==> config.mk <==
export PLATFORM = sky130hd
export DESIGN_NAME = layer_out_collector
export DESIGN_NICKNAME = d
export VERILOG_FILES = /design/src/rtl/layer_out_collector.sv
export SDC_FILE = /design/constraint.sdc
export NUM_CORES = 1
export LEC_CHECK = 0
export CAP_MARGIN = 20
export CORE_ASPECT_RATIO = 1.1
export CORE_MARGIN = 3
export CORE_UTILIZATION = 48
export DETAILED_ROUTE_END_ITERATION = 7
export PLACE_DENSITY = 0.87
export SLEW_MARGIN = 10
export SYNTH_ARGS = -nofsm -noshare
export SYNTH_HDL_FRONTEND = slang
export SYNTH_SLANG_ARGS = --single-unit
export TNS_END_PERCENT = 10
==> constraint.sdc <==
create_clock -name clk -period 2.2 [get_ports clk]
set_input_delay 0.44 -clock clk [delete_from_list [all_inputs] [get_ports clk]]
set_output_delay 0.44 -clock clk [all_outputs]
set_load 0.005 [all_outputs]
==> src/rtl/layer_out_collector.sv <==
// layer_out_collector
// Gathers one activation per neuron lane from a producing layer, then streams
// the whole layer out as serial words, one beat per accepted handshake.
//
// Optional feature (macro COLLECT_ARGMAX_EN): adds argmax_idx / argmax_valid,
// reporting the lane holding the largest unsigned activation of each streamed
// frame (lowest lane index wins ties).
//
// State table
//   IDLE    | no lane captured yet, waiting for the first in_valid
//   COLLECT | some lanes captured, waiting for the remaining ones
//   STREAM  | all lanes held, presenting buffer[idx] on out_data

module layer_out_collector #(
    parameter int numNeuron = 16,
    parameter int inWidth   = 8,
    parameter int outWidth  = 16,
    localparam int IdxW     = (numNeuron > 1) ? $clog2(numNeuron) : 1
) (
    input  logic                          clk,
    input  logic                          rst,
    input  logic [numNeuron*inWidth-1:0]  in_data,
    input  logic [numNeuron-1:0]          in_valid,
    output logic [outWidth-1:0]           out_data,
    output logic                          out_valid,
    input  logic                          out_ready,
    output logic                          out_last,
    output logic                          busy,
`ifdef COLLECT_ARGMAX_EN
    output logic [IdxW-1:0]               argmax_idx,
    output logic                          argmax_valid,
`endif
    output logic                          overflow
);

    // Bits of a lane that survive into the output word: zero-extend when the
    // output is wider, keep only the LSBs when it is narrower.
    localparam int CopyW = (inWidth < outWidth) ? inWidth : outWidth;

    typedef enum logic [1:0] {
        IDLE    = 2'd0,
        COLLECT = 2'd1,
        STREAM  = 2'd2
    } state_t;

    state_t               state;
    state_t               state_nxt;

    logic [inWidth-1:0]   buffer [numNeuron];
    logic [numNeuron-1:0] flags;
    logic [IdxW-1:0]      idx;

    logic                 collecting;
    logic                 all_flags;
    logic                 last_idx;
    logic                 beat_accept;
    logic                 frame_done;
    logic [inWidth-1:0]   cur_lane;
    logic [outWidth-1:0]  beat_word;

    assign collecting  = (state != STREAM);
    // Includes lanes arriving this cycle so the frame can close on the
    // capture edge of its last lane.
    assign all_flags   = &(flags | in_valid);
    assign last_idx    = (idx == IdxW'(numNeuron - 1));
    assign beat_accept = out_valid & out_ready;
    assign frame_done  = beat_accept & last_idx;
    assign cur_lane    = buffer[idx];

    // State register
    always_ff @(posedge clk or posedge rst) begin
        if (rst) begin
            state <= IDLE;
        end else begin
            state <= state_nxt;
        end
    end

    // Next-state decode
    always_comb begin
        state_nxt = state;
        case (state)
            IDLE: begin
                if (|in_valid) begin
                    state_nxt = all_flags ? STREAM : COLLECT;
                end
            end
            COLLECT: begin
                if (all_flags) begin
                    state_nxt = STREAM;
                end
            end
            STREAM: begin
                if (frame_done) begin
                    state_nxt = IDLE;
                end
            end
            default: state_nxt = IDLE;
        endcase
    end

    // Output word formatting from the lane selected by idx
    always_comb begin
        beat_word = '0;
        beat_word[CopyW-1:0] = cur_lane[CopyW-1:0];
    end

    // Stream-side outputs; out_data is forced to zero outside STREAM so a
    // reset or idle period never shows stale lane contents.
    always_comb begin
        out_valid = (state == STREAM);
        out_last  = out_valid & last_idx;
        busy      = (state != IDLE);
        out_data  = out_valid ? beat_word : '0;
    end

    // Lane capture storage; contents are meaningless until the flag is set,
    // so no reset is needed here.
    always_ff @(posedge clk) begin
        for (int k = 0; k < numNeuron; k++) begin
            if (collecting && in_valid[k]) begin
                buffer[k] <= in_data[k*inWidth +: inWidth];
            end
        end
    end

    // Lane flags, stream index and sticky overflow
    always_ff @(posedge clk or posedge rst) begin
        if (rst) begin
            flags    <= '0;
            idx      <= '0;
            overflow <= 1'b0;
        end else if (collecting) begin
            flags <= flags | in_valid;
            // A lane pulsed twice before streaming overwrites its slot.
            if (|(flags & in_valid)) begin
                overflow <= 1'b1;
            end
        end else begin
            // Activations arriving while streaming are dropped.
            if (|in_valid) begin
                overflow <= 1'b1;
            end
            if (beat_accept) begin
                if (last_idx) begin
                    idx   <= '0;
                    flags <= '0;
                end else begin
                    idx <= idx + IdxW'(1);
                end
            end
        end
    end

`ifdef COLLECT_ARGMAX_EN
    logic [inWidth-1:0] max_val;
    logic [IdxW-1:0]    max_idx;
    logic               take_cur;

    // Beat 0 always seeds the running maximum; strict compare keeps the
    // earliest lane on ties.
    assign take_cur = (idx == '0) || (cur_lane > max_val);

    // Running maximum over accepted beats, published once per frame
    always_ff @(posedge clk or posedge rst) begin
        if (rst) begin
            max_val      <= '0;
            max_idx      <= '0;
            argmax_idx   <= '0;
            argmax_valid <= 1'b0;
        end else begin
            argmax_valid <= 1'b0;
            if (beat_accept) begin
                if (take_cur) begin
                    max_val <= cur_lane;
                    max_idx <= idx;
                end
                if (last_idx) begin
                    argmax_idx   <= take_cur ? idx : max_idx;
                    argmax_valid <= 1'b1;
                end
            end
        end
    end
`endif

endmodule

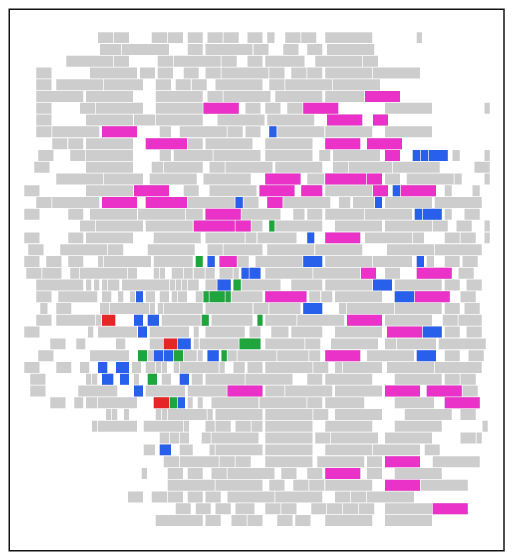
**Above:** run 1 (selected gate families).
| color | family | cells |
|---|---|---|
| blue | aoi and oai cells | 37 |
| magenta | mux cells | 41 |
| red | non-inverting ao/oa cells | 3 |
| green | nand cells | 14 |

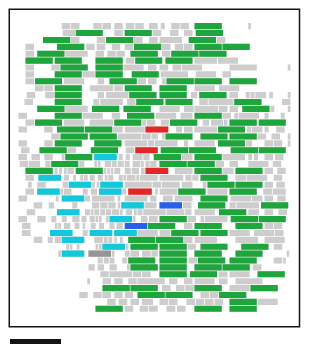
**Above:** run 1 (register map, names as in the netlist).
Bar = 20 um. Other sequential cells in the stronger gray, the rest of the logic in the fainter gray.
| color | name in the netlist | sequential cells |
|---|---|---|
| blue | state | 2 |
| cyan | flags | 16 |
| green | buffer | 128 |
| red | idx | 4 |
not colored: 1

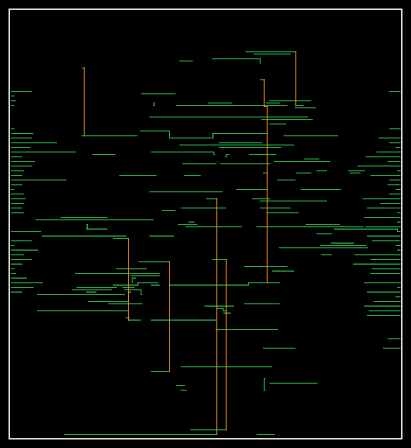
**Above:** run 1 (metal layers overlaid).
Two of the layers only.
| color | layer | wire length |
|---|---|---|
| green | M3 | 1610 um |
| orange | M4 | 270 um |

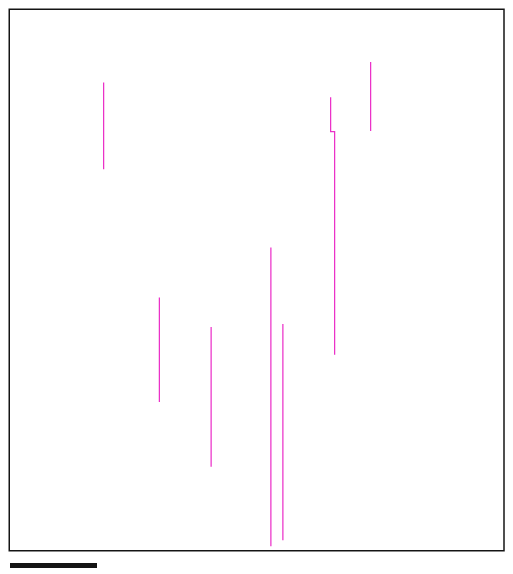
**Above:** run 1 (signal wires on met4).
Bar = 20 um.
longest straight run: 68.7 um
share of all routed wire: 1.5%
nets with wire on the layer: 5
Total Wirelength: 17.76 mm
vias: 4064

==> run 1: placed cells by master, fill, tap and decap left out, types with 6 or more instances in the layout <==
| cell type | instances |
|---|---|
| a22oi_2 | 8 |
| and2_1 | 16 |
| o21ai_1 | 8 |
| buf_12 | 6 |
| buf_4 | 23 |
| conb_1 | 8 |
| mux2i_1 | 7 |
| o22ai_1 | 8 |
| edfxtp_1 | 128 |
| nor2_1 | 37 |
| dfrtp_1 | 22 |
| clkbuf_16 | 17 |
| mux4_2 | 27 |
| buf_2 | 7 |
| clkdlybuf4s50_1 | 147 |
==> run 1: critical path, cell delays in order, from the launching register on <==
cell and delay (ns):
dfrtp_2 0.47, buf_12 0.15, buf_4 0.11, mux4_2 0.54, mux2i_1 0.19, o21ai_1 0.10, buf_2 0.14
==> changes_impl.md, run 1 <==
### Physical design

- Outcome: complete, but fails checks
- Yosys Warn Count: 0
- Critical Path Source Type: register
- Diode count: 1
- Core area: 12300 um^2
- Period minus WS final: 2.562 ns
- Routed len/inst: 25.37 um
- Setup bufs post-CTS: 10
- Switching share of power: 29.33%
- Post-synthesis register bit count: 151
- Worst slew pin tran: 0.5644 ns
- Max Cap Viol: 0
- Reg2reg end: flags[15]
- Well Taps: 154
- Post-synth EDFFs: 128
- Fmax: 390.3 MHz
- Non-clock buffers: 191
- MUX area fraction: 14.43%
- Count of final setup violators: 8
- Ys cells: 336
- Nets: 680
- First-pass detailed-route iteration total: 7
- Switching power: 3.251 mW
- DR top layer: met4
- Remaining Overflow, GRT: 0
- IO Port Bufs: 158
- Endpoints failing hold: 0
- XOR Share, Synth: 0.1425%
- Total Routing Usage GR: 25.68%
- Failing checks: negative setup slack
- Main logic family: multiplexers
- Yosys stat area: 6148 um^2
- Overall power: 11.09 mW
- Metal3 WL: 1.614 mm
- Setup ws final: -0.3622 ns
- Metal-1 WL: 6.343 mm
==> run 2: changes to the inputs <==
Settings changed: HOLD_SLACK_MARGIN set to 0.03.
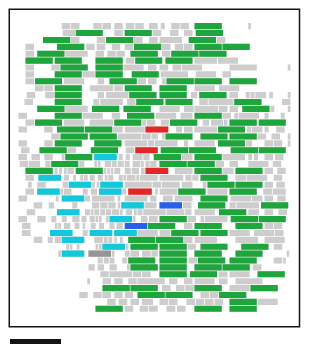
**Above:** run 2 (register map, names as in the netlist).
Bar = 20 um. Other sequential cells in the stronger gray, the rest of the logic in the fainter gray.
| color | name in the netlist | sequential cells |
|---|---|---|
| green | buffer | 128 |
| blue | state | 2 |
| cyan | flags | 16 |
| red | idx | 4 |
not colored: 1
sequential cell area share: 50.23%
Final Util: 71.57%
FF/Latch Area: 4420 um^2
P_seq: 4.09 mW

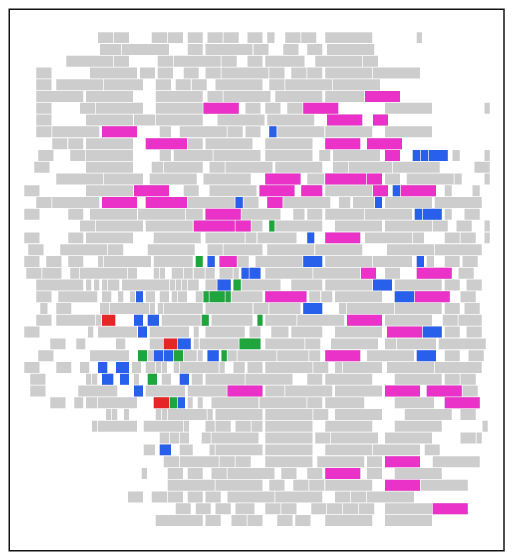
**Above:** run 2 (selected gate families).
| color | family | cells |
|---|---|---|
| blue | aoi and oai cells | 37 |
| magenta | mux cells | 41 |
| green | nand cells | 14 |
| red | non-inverting ao/oa cells | 3 |
Commonest Layout Cell: clkdlybuf4s50_1
Non-Filler Instances: 700

==> changes_impl.md, run 2 <==
### Physical design

- Outcome: complete, but fails checks
- Failing checks: negative setup slack
- Ys cells: 336
- Count of final setup violators: 8
- Reg2reg end: flags[15]
- WP depth: 6
- Max Cap Viol: 0
- Remaining Overflow, GRT: 0
- Overall power: 11.09 mW
- Crit path buffers/inverters: 3
- Total Routing Usage GR: 25.68%
- Yosys stat area: 6148 um^2
- Post-synthesis register bit count: 151
- Switching power: 3.251 mW
- Worst slew pin tran: 0.5644 ns
- Core area: 12300 um^2
- Period minus WS final: 2.562 ns
- Total Wirelength: 17.76 mm
- Fmax: 390.3 MHz
- Endpoints failing hold: 0
- CP Cell Sequence: buf_12, buf_4, mux4_2, mux2i_1, o21ai_1, buf_2
- Setup bufs post-CTS: 10
- Vias: 4064
- First-pass detailed-route iteration total: 7
- Setup ws final: -0.3622 ns
- Switching share of power: 29.33%
==> run 2: cell counts in the layout (fill, tap and decap cells not counted) <==
Identical to the previous run, type by type.
==> run 2: routing by layer <==
metal	up-vias	wire [um]	share of wire [%]	global-route usage [%]
li1	1728	-	-	-
met1	2032	6343	36	31.41
met2	285	9535	54	44.58
met3	19	1614	9.1	6.608
met4	0	269	1.5	7.897
met5	-	0	0	0
==> run 2: tightest hold or removal path: cells and delay by family <==
kind	cells	cell delay (ns)
buf+inv	3	0.75
==> run 2: cell families after synthesis <==
group	share of synthesized area [%]
fa+ha+maj	0.2035
compound gates	4.335
simple gates	6.268
mux	14.43
xor+xnor	0.1425
buf+inv	2.686
flops	71.88
other cells	0.06099
Power figures rest on the tool's default switching activity, not on a simulated workload.
